**config.mk**
```make
export PLATFORM = sky130hd
export DESIGN_NAME = br_update_scheduler
export DESIGN_NICKNAME = d
export VERILOG_FILES = /design/src/rtl/rv32i_types.sv /design/src/rtl/br_update_fifo.sv /design/src/rtl/br_update_scheduler.sv
export SDC_FILE = /design/constraint.sdc
export NUM_CORES = 1
export LEC_CHECK = 0
export CAP_MARGIN = 20
export CORE_UTILIZATION = 45
export DETAILED_ROUTE_END_ITERATION = 6
export PLACE_DENSITY = 0.76
export SETUP_SLACK_MARGIN = 0.05
export SYNTH_ARGS = -nofsm -noshare
export SYNTH_HDL_FRONTEND = slang
export SYNTH_SLANG_ARGS = --single-unit
export TNS_END_PERCENT = 5
```
**constraint.sdc**
```tcl
create_clock -name clk -period 2.7 [get_ports clk]
set_input_delay 0.27 -clock clk [delete_from_list [all_inputs] [get_ports clk]]
set_output_delay 0.27 -clock clk [all_outputs]
set_load 0.005 [all_outputs]
```
**src/rtl/rv32i_types.sv**
```systemverilog
// Shared RV32I pipeline types.
// Holds the opcode encoding, the PHT 2-bit counter values, and the
// branch-update scheduler state and queue record types.
package rv32i_types;

   typedef enum logic [6:0] {
      op_lui   = 7'b0110111,
      op_auipc = 7'b0010111,
      op_jal   = 7'b1101111,
      op_jalr  = 7'b1100111,
      op_br    = 7'b1100011,
      op_load  = 7'b0000011,
      op_store = 7'b0100011,
      op_imm   = 7'b0010011,
      op_reg   = 7'b0110011,
      op_csr   = 7'b1110011
   } rv32i_opcode;

   typedef enum logic [1:0] {
      strongly_not_taken = 2'b00,
      weakly_not_taken   = 2'b01,
      weakly_taken       = 2'b10,
      strongly_taken     = 2'b11
   } pht_ctr_t;

   typedef enum logic {
      INIT = 1'b0,
      RUN  = 1'b1
   } br_sched_state_t;

   // Widest PHT index a queued update can carry; users narrow it to
   // their own index width.
   localparam int unsigned BR_IDX_MAX_W = 16;

   typedef struct packed {
      logic [BR_IDX_MAX_W-1:0] idx;
      logic                    taken;
   } br_upd_t;

endpackage

```
**src/rtl/br_update_fifo.sv**
```systemverilog
// Small synchronous FIFO for queued PHT updates.
// Ports:
//   clk, rst_n        clock, asynchronous active-low reset
//   clear             synchronous flush of all entries
//   push, din         write request and data (accepted when not full or
//                     when a pop happens in the same cycle)
//   pop, dout         read request and head entry (ignored when empty)
//   full, empty       occupancy flags
//   count             occupancy, 0..DEPTH
module br_update_fifo #(
   parameter int unsigned DEPTH = 4,
   parameter type         T     = logic
) (
   input  logic                     clk,
   input  logic                     rst_n,
   input  logic                     clear,
   input  logic                     push,
   input  T                         din,
   input  logic                     pop,
   output T                         dout,
   output logic                     full,
   output logic                     empty,
   output logic [$clog2(DEPTH):0]   count
);

   localparam int unsigned PW = $clog2(DEPTH);

   T               mem_q [DEPTH];
   logic [PW-1:0]  wr_ptr_q, wr_ptr_d;
   logic [PW-1:0]  rd_ptr_q, rd_ptr_d;
   logic [PW:0]    count_q, count_d;
   logic           do_push, do_pop;

   assign full  = (count_q == (PW+1)'(DEPTH));
   assign empty = (count_q == '0);
   assign count = count_q;
   assign dout  = mem_q[rd_ptr_q];

   always_comb begin
      do_pop   = pop && !empty;
      // A full queue still accepts a push when the head leaves this cycle.
      do_push  = push && (!full || do_pop) && !clear;
      wr_ptr_d = wr_ptr_q;
      rd_ptr_d = rd_ptr_q;
      count_d  = count_q;
      if (clear) begin
         wr_ptr_d = '0;
         rd_ptr_d = '0;
         count_d  = '0;
      end else begin
         if (do_push) wr_ptr_d = wr_ptr_q + 1'b1;
         if (do_pop)  rd_ptr_d = rd_ptr_q + 1'b1;
         count_d = count_q + (PW+1)'(do_push) - (PW+1)'(do_pop);
      end
   end

   always_ff @(posedge clk or negedge rst_n) begin
      if (!rst_n) begin
         wr_ptr_q <= '0;
         rd_ptr_q <= '0;
         count_q  <= '0;
      end else begin
         wr_ptr_q <= wr_ptr_d;
         rd_ptr_q <= rd_ptr_d;
         count_q  <= count_d;
      end
   end

   always_ff @(posedge clk) begin
      if (do_push) mem_q[wr_ptr_q] <= din;
   end

endmodule

```
**src/rtl/br_update_scheduler.sv**
```systemverilog
// Write-side sequencer for the gshare pattern history table.
// Keeps the global history register, queues resolved conditional-branch
// outcomes from EX/MEM and drains one per granted cycle into the PHT
// write port. Runs a full-table init sweep after reset or a flush.
// Ports:
//   clk, rst_n                         clock, asynchronous active-low reset
//   stall                              EX/MEM not sampled when high
//   ex_mem_opcode/pc/br_en             resolved instruction in EX/MEM
//   flush_req                          clear predictor state
//   wr_ready                           PHT write port grant
//   ghr                                global history for lookup XOR
//   tbl_we/waddr/winit/wtaken          PHT write port
//   init_busy                          sweep in progress
//   stall_req                          update queue full
//   overflow                           sticky: an update was dropped
module br_update_scheduler
   import rv32i_types::*;
#(
   parameter int unsigned IDX_BITS = 4,
   parameter int unsigned QDEPTH   = 4
) (
   input  logic                 clk,
   input  logic                 rst_n,
   input  logic                 stall,
   input  rv32i_opcode          ex_mem_opcode,
   input  logic [31:0]          ex_mem_pc,
   input  logic                 ex_mem_br_en,
   input  logic                 flush_req,
   input  logic                 wr_ready,
   output logic [IDX_BITS-1:0]  ghr,
   output logic                 tbl_we,
   output logic [IDX_BITS-1:0]  tbl_waddr,
   output logic                 tbl_winit,
   output logic                 tbl_wtaken,
   output logic                 init_busy,
   output logic                 stall_req,
   output logic                 overflow
);

   localparam int unsigned CW = $clog2(QDEPTH) + 1;

   br_sched_state_t        state_q, state_d;
   logic [IDX_BITS-1:0]    sweep_q, sweep_d;
   logic [IDX_BITS-1:0]    ghr_q, ghr_d;
   logic                   overflow_q, overflow_d;

   logic                   br_seen;
   logic                   fifo_push, fifo_pop, fifo_clear;
   logic                   fifo_full, fifo_empty;
   logic [CW-1:0]          fifo_count;
   br_upd_t                upd_in, upd_head;

   // Only the index bits of the PC feed the hash.
   logic                   unused_pc_bits;
   assign unused_pc_bits = ^{ex_mem_pc[31:IDX_BITS+2], ex_mem_pc[1:0]};

   br_update_fifo #(
      .DEPTH (QDEPTH),
      .T     (br_upd_t)
   ) u_fifo (
      .clk   (clk),
      .rst_n (rst_n),
      .clear (fifo_clear),
      .push  (fifo_push),
      .din   (upd_in),
      .pop   (fifo_pop),
      .dout  (upd_head),
      .full  (fifo_full),
      .empty (fifo_empty),
      .count (fifo_count)
   );

   always_comb begin
      state_d    = state_q;
      sweep_d    = sweep_q;
      ghr_d      = ghr_q;
      overflow_d = overflow_q;
      fifo_push  = 1'b0;
      fifo_pop   = 1'b0;
      fifo_clear = 1'b0;
      br_seen    = !stall && (ex_mem_opcode == op_br);
      // Hash uses the history before this branch shifts in.
      upd_in.idx   = BR_IDX_MAX_W'(ghr_q ^ ex_mem_pc[IDX_BITS+1:2]);
      upd_in.taken = ex_mem_br_en;

      case (state_q)
         INIT: begin
            if (flush_req) begin
               sweep_d = '0;
            end else if (wr_ready) begin
               // Wraps back to 0 on the last entry, ready for the next sweep.
               sweep_d = sweep_q + 1'b1;
               if (sweep_q == '1) state_d = RUN;
            end
         end
         RUN: begin
            // The drain write still lands in a flush cycle.
            fifo_pop = wr_ready && !fifo_empty;
            if (flush_req) begin
               fifo_clear = 1'b1;
               ghr_d      = '0;
               sweep_d    = '0;
               state_d    = INIT;
            end else if (br_seen) begin
               fifo_push = 1'b1;
               ghr_d     = {ghr_q[IDX_BITS-2:0], ex_mem_br_en};
               if (fifo_full && !fifo_pop) overflow_d = 1'b1;
            end
         end
         default: state_d = INIT;
      endcase
   end

   always_ff @(posedge clk or negedge rst_n) begin
      if (!rst_n) begin
         state_q    <= INIT;
         sweep_q    <= '0;
         ghr_q      <= '0;
         overflow_q <= 1'b0;
      end else begin
         state_q    <= state_d;
         sweep_q    <= sweep_d;
         ghr_q      <= ghr_d;
         overflow_q <= overflow_d;
      end
   end

   // Write port: only wr_ready (and the async reset on the strobe) reach
   // the outputs combinationally.
   always_comb begin
      tbl_we     = 1'b0;
      tbl_waddr  = '0;
      tbl_winit  = 1'b0;
      tbl_wtaken = 1'b0;
      if (state_q == INIT) begin
         tbl_we    = wr_ready && rst_n;
         tbl_winit = 1'b1;
         tbl_waddr = tbl_we ? sweep_q : '0;
      end else if (wr_ready && !fifo_empty) begin
         tbl_we     = 1'b1;
         tbl_waddr  = IDX_BITS'(upd_head.idx);
         tbl_wtaken = upd_head.taken;
      end
   end

   assign ghr       = ghr_q;
   assign init_busy = (state_q == INIT);
   assign stall_req = (fifo_count == CW'(QDEPTH));
   assign overflow  = overflow_q;

endmodule

```
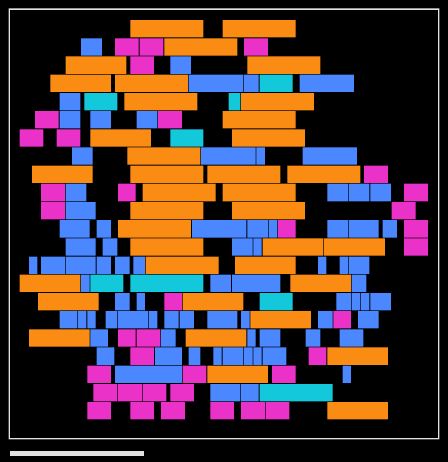
(run_1/class_map.png)
The bar under the picture is 20 um long.
Orange is registers, cells 37, share of their area 47%. Cyan is clock drivers and dummy loads, cells 8, share of their area 6.1%. Blue is remaining logic cells, cells 79, share of their area 31%. Magenta is remaining buffers and delay cells, cells 36, share of their area 16%.
# rows: 22
final core occ: 0.613

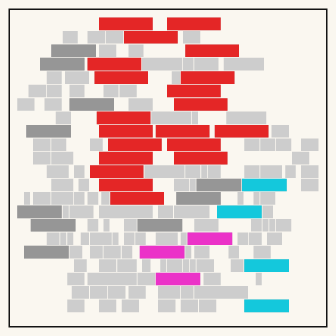
(run_1/ff_map.png)
Magenta is u_fifo.count, flops 3. Red is u_fifo.mem_q, flops 20. Cyan is sweep_q, flops 4.
Power Sequential: 641 uW
fraction of area in registers: 0.457
register area: 1030 um2

==> flow_metrics.env, run 1 <==
# implementation run metrics
export IMPL_fp_dieW_um=64.0
export IMPL_grt_pass1_wl_um=5260
export IMPL_setup_violations=0
export IMPL_cts_hold_buf=0
export IMPL_cts_tree="done"
export IMPL_wirelength_um=3190
export IMPL_slew_violations=0
export IMPL_ys_sh_xor=0.0557
export IMPL_ys_sh_aoi=0.0607
export IMPL_path_class="reg -> out"
export IMPL_finalHoldViolations=0
export IMPL_cts_reportedPaths_clkPinSlew_ns=0.07
export IMPL_post_synth_num_cell_types=33
export IMPL_grt_max_degree=18
export IMPL_drive_above_1_share=0.138
export IMPL_ctsRootBufferMaster="clkbuf_8"
export IMPL_yosys_warnings=0
export IMPL_drc=0
export IMPL_ys_ff=37
export IMPL_worstMarginPinSlew_ns=0.516
export IMPL_num_antenna_cells=0
export IMPL_cp_end_kind="output port"
export IMPL_cts_buffer_depth=2
export IMPL_cts_sink_count=37
export IMPL_arrival_ns=2.09
export IMPL_ys_chip_area_um2=1730
export IMPL_final_nets=212
export IMPL_place_congestion=0.802
export IMPL_antenna_found_initial=0
export IMPL_first_pass_iters=4
export IMPL_ys_sh_mux=0.0766
export IMPL_htreeDepth=2
export IMPL_slew_headroom=0.653
export IMPL_grt_pass1_vias=1145
export IMPL_wl_per_cell_um=15.4
export IMPL_fmax_mhz=424
export IMPL_path_max_fanout=7
export IMPL_r2r_setup_slack_ns=0.41
export IMPL_ctsResizeCount=0
export IMPL_power_density_nw_per_um2=595
export IMPL_logic_family="simple AND/OR/NAND/NOR gates"
export IMPL_syn_inst=121
export IMPL_p_total_uw=1340
export IMPL_io_pins=59
export IMPL_area_growth_synth_to_final_pct=29.8
export IMPL_leakage_uw=0.000898
export IMPL_die_area_um2=4100
export IMPL_ir_drop_v=0.000607
export IMPL_fillers=278
export IMPL_core_area_um2=3660
export IMPL_start_kind="register"
export IMPL_fp_util=0.473
export IMPL_die_y_um=64.0
export IMPL_period_used=0.873
export IMPL_rsz0062_at_grt="no"
export IMPL_via_per_inst=5.13
export IMPL_dr_total_vias=1066
export IMPL_synth_nets=174
export IMPL_ys_cells=121
export IMPL_period_minus_slack_ns=2.36
export IMPL_hold_path_class="in -> async"
export IMPL_cap_viol_max_count=0
export IMPL_final_layout_top_logic_cells="clkdlybuf4s50_1, edfxtp_1, dfrtp_1, nor2_1"
export IMPL_place_hpwl_um=2420
export IMPL_postSynthAreaPerCell_um2=14.3
export IMPL_lay_top_count="clkdlybuf4s50_1"
export IMPL_design_area_um2=2250
export IMPL_drt_iter0_drc=35
export IMPL_ys_sh_simple=0.125
export IMPL_ys_seq_frac=0.593
export IMPL_ant_nets=0
export IMPL_openroad_warnings=57
export IMPL_hold_slack_ns=0.337
export IMPL_synth_area_um2=1730
export IMPL_placed_area_um2=2110
export IMPL_ys_sh_adder=0.0622
export IMPL_tns_ns=0
export IMPL_cts_buffers=5
export IMPL_outcome="complete, no violations"
export IMPL_overflow=0
export IMPL_port_buffers=30
export IMPL_cts_setup_buffers=0
export IMPL_cp_required_ns=2.43
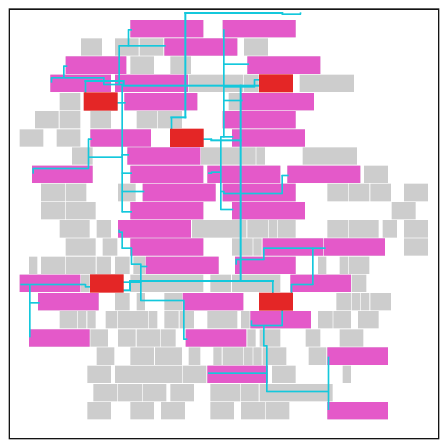
(run_1/clock_wires.png)
Magenta is flip-flops, count 37. Cyan is clock wires, length 405 um. Red is clock-net drivers, count 5.
There are 6 routed clock nets.
Clock group: 560 uW
clock share of power: 0.419
clk_skew: 0.00645 ns
clk_lat worst skew: 0.29 ns

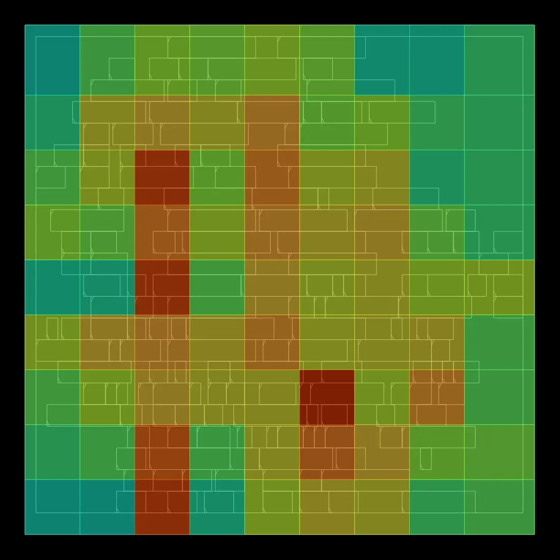
(run_1/congestion_map.png)
GR Util All Layers: 0.181
met2 Usage GRT: 0.307

-- run 1: synthesized netlist by cell type --
| cell | instances | area (um2) |
|---|---|---|
| mux2i_1 | 2 | 20.0 |
| nor4b_1 | 1 | 8.76 |
| nor3_1 | 1 | 5.00 |
| nor2_1 | 11 | 41.3 |
| edfxtp_1 | 20 | 601 |
| nand4bb_4 | 1 | 27.5 |
| xnor2_1 | 3 | 26.3 |
| o21ai_0 | 1 | 5.00 |
| nand4bb_1 | 1 | 11.3 |
| o311a_1 | 1 | 10.0 |
| xor2_1 | 8 | 70.1 |
| or2_1 | 1 | 6.26 |
| buf_2 | 1 | 5.00 |
| or2_2 | 1 | 6.26 |
| nor4_2 | 1 | 12.5 |
| fa_1 | 1 | 20.0 |
| a21o_1 | 1 | 7.51 |
| nand4_1 | 2 | 12.5 |
| buf_4 | 1 | 7.51 |
| nor3b_1 | 1 | 7.51 |
| dfrtp_1 | 17 | 425 |
| a21oi_1 | 1 | 5.00 |
| and2_1 | 7 | 43.8 |
| mux4_2 | 5 | 113 |
| a22o_1 | 8 | 70.1 |
| nor2b_1 | 2 | 12.5 |
| nand2b_1 | 1 | 6.26 |
| inv_1 | 6 | 22.5 |
| nand2_1 | 2 | 7.51 |
| or4_1 | 1 | 7.51 |
| clkbuf_1 | 3 | 11.3 |
| ha_1 | 7 | 87.6 |
| o31ai_1 | 1 | 7.51 |
-- run 1: critical path, stage by stage, from the launching register on --
cell and delay (ns):
dfrtp_1 0.57, mux4_2 0.55, a22o_1 0.24, clkdlybuf4s50_1 0.43
-- run 1: power by group --
part,switching [uW],internal (uW)
Clock,193,367
Sequential,27.2,614
Combinational,50.0,83.9
Total,270,1060
-- run 1: path summary, 6_finish.rpt --
check,startpoint,end,cells past startpoint
worst max-delay path,u_fifo.rd_ptr_q[0],tbl_waddr[2],3
worst min-delay path,rst_n,sweep_q[2],2
worst max register to register,u_fifo.count[1],u_fifo.count[2],9
worst min register to register,overflow,overflow,1
max in group asynchronous,rst_n,u_fifo.wr_ptr_q[1],2
min in group clk,overflow,overflow,1
-- run 1: registers in the layout, indices dropped and copies added, names as in the netlist --
name,flops
u_fifo.count,3
u_fifo.rd_ptr_q,2
state_q,1
sweep_q,4
overflow,1
ghr,4
u_fifo.wr_ptr_q,2
u_fifo.mem_q,20
-- run 1: per-stage QoR --
| stage | worst slack [ns] | std cells |
|---|---|---|
| floorplan | 0.449 | 121 |
| global placement | 0.295 | 200 |
| detailed placement | 0.209 | 200 |
| CTS | 0.302 | 208 |
| global route | 0.231 | 208 |
| finish | 0.342 | 208 |
-- run 1: per-layer routing --
layer | wire length (um) | vias up | track usage
met4 | 51 | 0 | 0.0625
met1 | 1360 | 520 | 0.210
met3 | 109 | 7 | 0.0643
li1 | - | 516 | -
met2 | 1670 | 23 | 0.307
met5 | 0 | - | 0
-- run 1: area by class of cell --
class,instances,area [um2],share of cell area
clock buffer,5,68.8,0.0306
multi-input combinational,73,658,0.293
timing repair buffer,36,345,0.154
clock inverter,3,65.1,0.0290
inverter,6,22.5,0.0100
sequential,37,1030,0.457
tap,48,60.1,0.0267
## Run 2: what changed since run 1
--- a/config.mk
+++ b/config.mk
@@ -9,7 +9,8 @@
 export CORE_UTILIZATION = 45
 export DETAILED_ROUTE_END_ITERATION = 6
 export PLACE_DENSITY = 0.76
-export SETUP_SLACK_MARGIN = 0.05
+export SETUP_SLACK_MARGIN = 0.5
+export SLEW_MARGIN = 20
 export SYNTH_ARGS = -nofsm -noshare
 export SYNTH_HDL_FRONTEND = slang
 export SYNTH_SLANG_ARGS = --single-unit
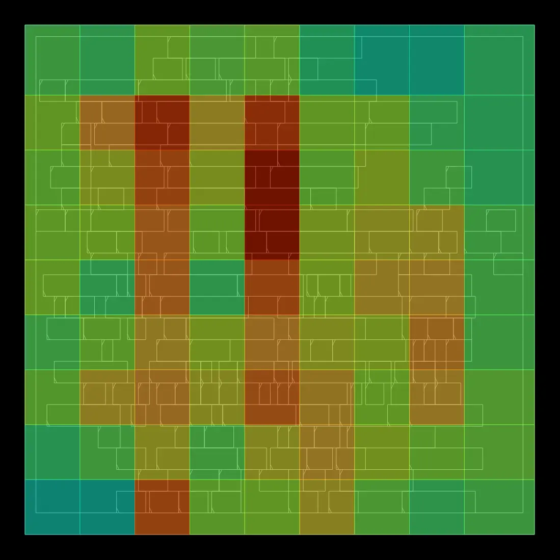
(run_2/congestion_map.png)
met1 Usage GRT: 0.224
GR Util All Layers: 0.184
most used routing layer: met2
WL per Instance: 15.4 um
M3 GR Usage: 0.0554

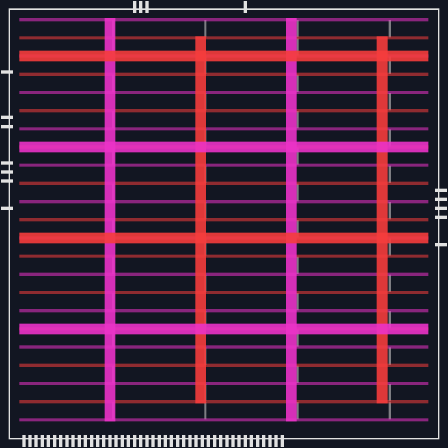
(run_2/floorplan.png)
Pins as bars on the die edge. Tap cells in grey.
Red is VDD. Magenta is VSS.
4 straps on met5. The core has 22 rows. 4 straps on met4. 23 met1 rails follow the rows.
Core Region: 3660 um2
worst vdd ir: 0.000429 V
die height: 64.0 um
Die Width: 64.0 um

==> flow_metrics.env, run 2 <==
# implementation run metrics
export IMPL_power_density_nw_per_um2=595
export IMPL_outcome="complete, no violations"
export IMPL_logic_area_um2=658
export IMPL_p_clk_frac=0.423
export IMPL_clock_skew_ns=0.00471
export IMPL_synth_area_um2=1730
export IMPL_drive_above_1_share=0.166
export IMPL_drc=0
export IMPL_area_growth_synth_to_final_pct=31.7
export IMPL_grt_pass1_vias=1134
export IMPL_hold_path_class="in -> async"
export IMPL_via_per_inst=5.18
export IMPL_seqPwrFrac=0.471
export IMPL_synth_most_common_cell="edfxtp_1"
export IMPL_seqCellArea_um2=1030
export IMPL_place_hpwl_um=2390
export IMPL_openroad_warnings=59
export IMPL_wirelength_um=3250
export IMPL_path_max_fanout=6
export IMPL_place_congestion=0.764
export IMPL_final_layout_top_logic_cells="clkdlybuf4s50_1, edfxtp_1, dfrtp_1, nor2_1"
export IMPL_slew_violations=0
export IMPL_overflow=0
export IMPL_cap_viol_max_count=0
export IMPL_arrival_ns=1.94
export IMPL_power_share_combinational=0.106
export IMPL_synth_nets=174
export IMPL_p_int_uw=1080
export IMPL_post_synth_num_cell_types=33
export IMPL_syn_inst=121
export IMPL_ys_top_cells_by_count="edfxtp_1, dfrtp_1, nor2_1, a22o_1, xor2_1"
export IMPL_ys_cells=121
export IMPL_cp_end_kind="output port"
export IMPL_leakage_uw=0.000930
export IMPL_period_minus_slack_ns=2.21
export IMPL_num_antenna_cells=0
export IMPL_fmax_mhz=453
export IMPL_cts_buffer_depth=2
[run 2: cell counts after synthesis]
No cell type changed its count.
[run 2: worst paths after layout]
path,endpoint,slack (ns),cells past startpoint
setup / recovery,tbl_waddr[3],0.49,3
hold / removal,sweep_q[0],0.33,2
setup reg to reg,u_fifo.count[2],0.52,9
hold reg to reg,overflow,0.47,1
max in group asynchronous,u_fifo.rd_ptr_q[0],2.16,2
min in group clk,overflow,0.47,1
[run 2: per-layer routing]
metal / wire length, um / vias up
li1: - / 517
met1: 1390 / 542
met2: 1690 / 28
met3: 132 / 5
met4: 38 / 0
met5: 0 / -
[run 2: final cells by class]
class	count	share of cell area
well taps	48	0.0263
multi-input cells	73	0.289
clock buffers	5	0.0302
inverters	6	0.00988
clock inverters	3	0.0302
repair buffers	39	0.164
flip-flops and latches	37	0.451
[run 2: repair_timing]
item	4_1_cts	5_1_grt
setup buffers	2	1
setup endpoints to repair	6	6
resized	3	2
cloned	0	0
pin swaps	1	1
[run 2: power groups by stage]
stage               clock network (uW)  logic (uW)  registers, uW
floorplan                            0        75.1            640
global placement                     0         127            651
detailed placement                   0         132            652
CTS                                584         140            640
global route                       606         159            643
finish                             574         144            638
[run 2: logic make-up (layout without fill, tap and decap cells)]
group,after synthesis,after routing,synth area share
adders and majority gates,8,8,0.0622
AOI/OAI and AO/OA,13,13,0.0607
and+or+nand+nor,34,34,0.125
buffers and inverters,11,53,0.0268
xor gates and xnor gates,11,11,0.0557
muxes,7,7,0.0766
DFF,37,37,0.593
[run 2: critical path, cell delays in order (launching register included)]
cell	delay [ns]
dfrtp_2	0.48
mux4_2	0.54
a22o_1	0.19
clkdlybuf4s50_1	0.44
[run 2: through the flow]
stage          worst slack [ns]  std cells  utilization  hold WS [ns]
2_1_floorplan             0.510        121            -       -0.0256
3_3_place_gp              0.290        200        0.577         0.449
3_5_place_dp              0.255        200        0.577         0.460
4_1_cts                   0.439        210        0.619         0.335
5_1_grt                   0.397        211        0.623         0.340
6_report                  0.493        211        0.623         0.331
## Run 3: what changed since run 2
--- a/config.mk
+++ b/config.mk
@@ -6,9 +6,9 @@
 export NUM_CORES = 1
 export LEC_CHECK = 0
 export CAP_MARGIN = 20
-export CORE_UTILIZATION = 45
+export CORE_UTILIZATION = 40
 export DETAILED_ROUTE_END_ITERATION = 6
-export PLACE_DENSITY = 0.76
+export PLACE_DENSITY = 0.72
 export SETUP_SLACK_MARGIN = 0.5
 export SLEW_MARGIN = 20
 export SYNTH_ARGS = -nofsm -noshare
==> constraint.sdc (replaced) <==
create_clock -name clk -period 2 [get_ports clk]
set_input_delay 0.2 -clock clk [delete_from_list [all_inputs] [get_ports clk]]
set_output_delay 0.2 -clock clk [all_outputs]
set_load 0.005 [all_outputs]
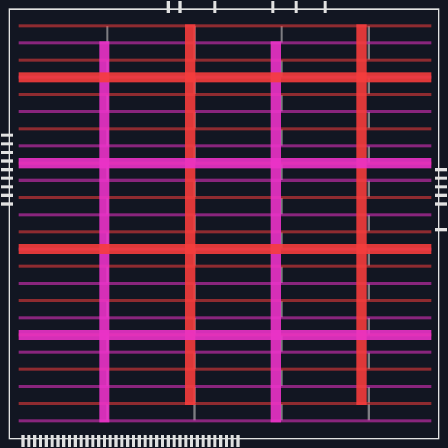
(run_3/floorplan.png)
Pins as bars on the die edge. Tap cells in grey.
die height: 67.8 um
worst vdd ir: 0.000319 V

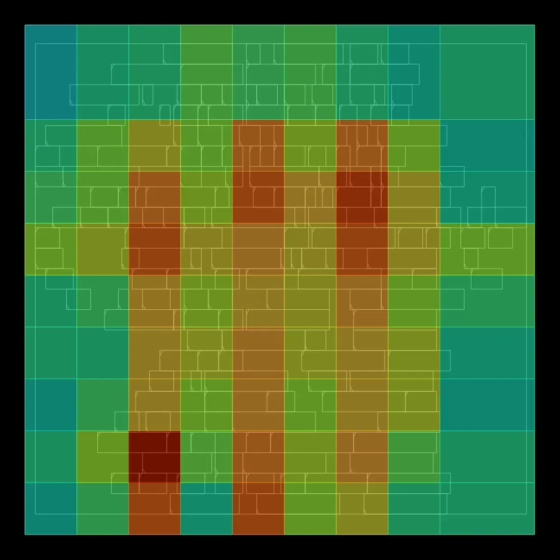
(run_3/congestion_map.png)
met2 Usage GRT: 0.318
WL per Instance: 15.7 um
final core occ: 0.584
GR Util All Layers: 0.181
M3 GR Usage: 0.0422

==> flow_metrics.env, run 3 <==
# implementation run metrics
export IMPL_period_used=1.05
export IMPL_wirelength_um=3530
export IMPL_synth_main_ff_cell="edfxtp_1"
export IMPL_asyncSetResetFlopFracSynth=0.459
export IMPL_r2r_setup_slack_ns=-0.11
export IMPL_violations="negative setup slack"
export IMPL_ctsRootBufferMaster="clkbuf_8"
export IMPL_overflow=0
export IMPL_grt_pass1_wl_um=5870
export IMPL_rows=23
export IMPL_cts_buffer_depth=2
export IMPL_hold_slack_ns=0.263
export IMPL_port_buffers=30
export IMPL_grt_max_degree=18
export IMPL_clock_skew_ns=0.00679
export IMPL_setup_slack_ns=-0.106
export IMPL_syn_inst=121
export IMPL_ys_cells=121
export IMPL_path_max_fanout=3
export IMPL_setup_violations=2
export IMPL_ant_nets=0
export IMPL_leakage_uw=0.000982
export IMPL_logic_family="simple AND/OR/NAND/NOR gates"
export IMPL_synth_most_common_cell="edfxtp_1"
export IMPL_cts_sink_count=37
export IMPL_ys_sh_simple=0.125
export IMPL_ys_top_cells_by_count="edfxtp_1, dfrtp_1, nor2_1, a22o_1, xor2_1"
export IMPL_post_synth_num_cell_types=33
export IMPL_place_congestion=0.769
export IMPL_cap_viol_max_count=0
export IMPL_dr_total_vias=1150
export IMPL_ys_sh_mux=0.0766
export IMPL_finalHoldViolations=0
export IMPL_arrival_ns=2.27
export IMPL_outcome="finished, violations left"
[run 3: metal layers]
| layer | global-route usage | up-vias | wire length, um |
|---|---|---|---|
| met4 | 0.0625 | 0 | 55 |
| met2 | 0.318 | 24 | 1930 |
| met3 | 0.0422 | 6 | 116 |
| met1 | 0.216 | 580 | 1430 |
| met5 | 0 | - | 0 |
| li1 | - | 540 | - |
[run 3: worst paths after layout]
check	startpoint	endpoint	depth (start not counted)
worst max-delay path	u_fifo.count[2]	u_fifo.count[2]	10
worst min-delay path	rst_n	sweep_q[0]	2
worst max register to register	u_fifo.count[2]	u_fifo.count[2]	10
worst min register to register	overflow	overflow	1
max in group asynchronous	rst_n	u_fifo.rd_ptr_q[0]	2
min in group clk	overflow	overflow	1
[run 3: kinds of logic (layout without fill, tap and decap cells)]
family,Yosys count,after routing
buf+inv,11,65
compound gates,13,13
simple gates,34,34
mux,7,7
flops,37,37
xor+xnor,11,11
fa+ha+maj,8,8
[run 3: layout make-up]
type                       instances  area [um2]
sequential                        37        1030
clock inverter                     3        17.5
multi-input combinational         73         739
timing repair buffer              51         448
tap                               50        62.6
inverter                           6        22.5
clock buffer                       5        68.8
fill                             316        1700
[run 3: repair_timing]
action,4_1_cts,5_1_grt
gates resized,47,5
pin swaps,17,13
setup endpoints to repair,34,37
buffers inserted,4,2
hold endpoints to repair,0,0
cloned,0,0
[run 3: worst max-delay path: stages (launching register included)]
cell	delay, ns
dfrtp_1	0.39
o311a_1	0.39
buf_6	0.13
ha_4	0.20
inv_2	0.06
ha_4	0.12
inv_2	0.03
fa_2	0.32
xor2_1	0.16
xnor2_1	0.13
nor2_1	0.05
[run 3: power breakdown]
group | total (uW) | switching (uW) | leakage, uW | internal (uW)
Combinational | 272 | 103 | 0.000530 | 169
Sequential | 854 | 24.9 | 0.000406 | 829
Clock | 508 | 267 | 0.0000455 | 241
[run 3: through the flow]
step,utilization,cells
detailed placement,0.541,211
CTS,0.582,223
global route,0.584,225
floorplan,-,121
global placement,0.541,211
finish,0.584,225
No activity file was given, so power comes from the tool's default toggle rates.
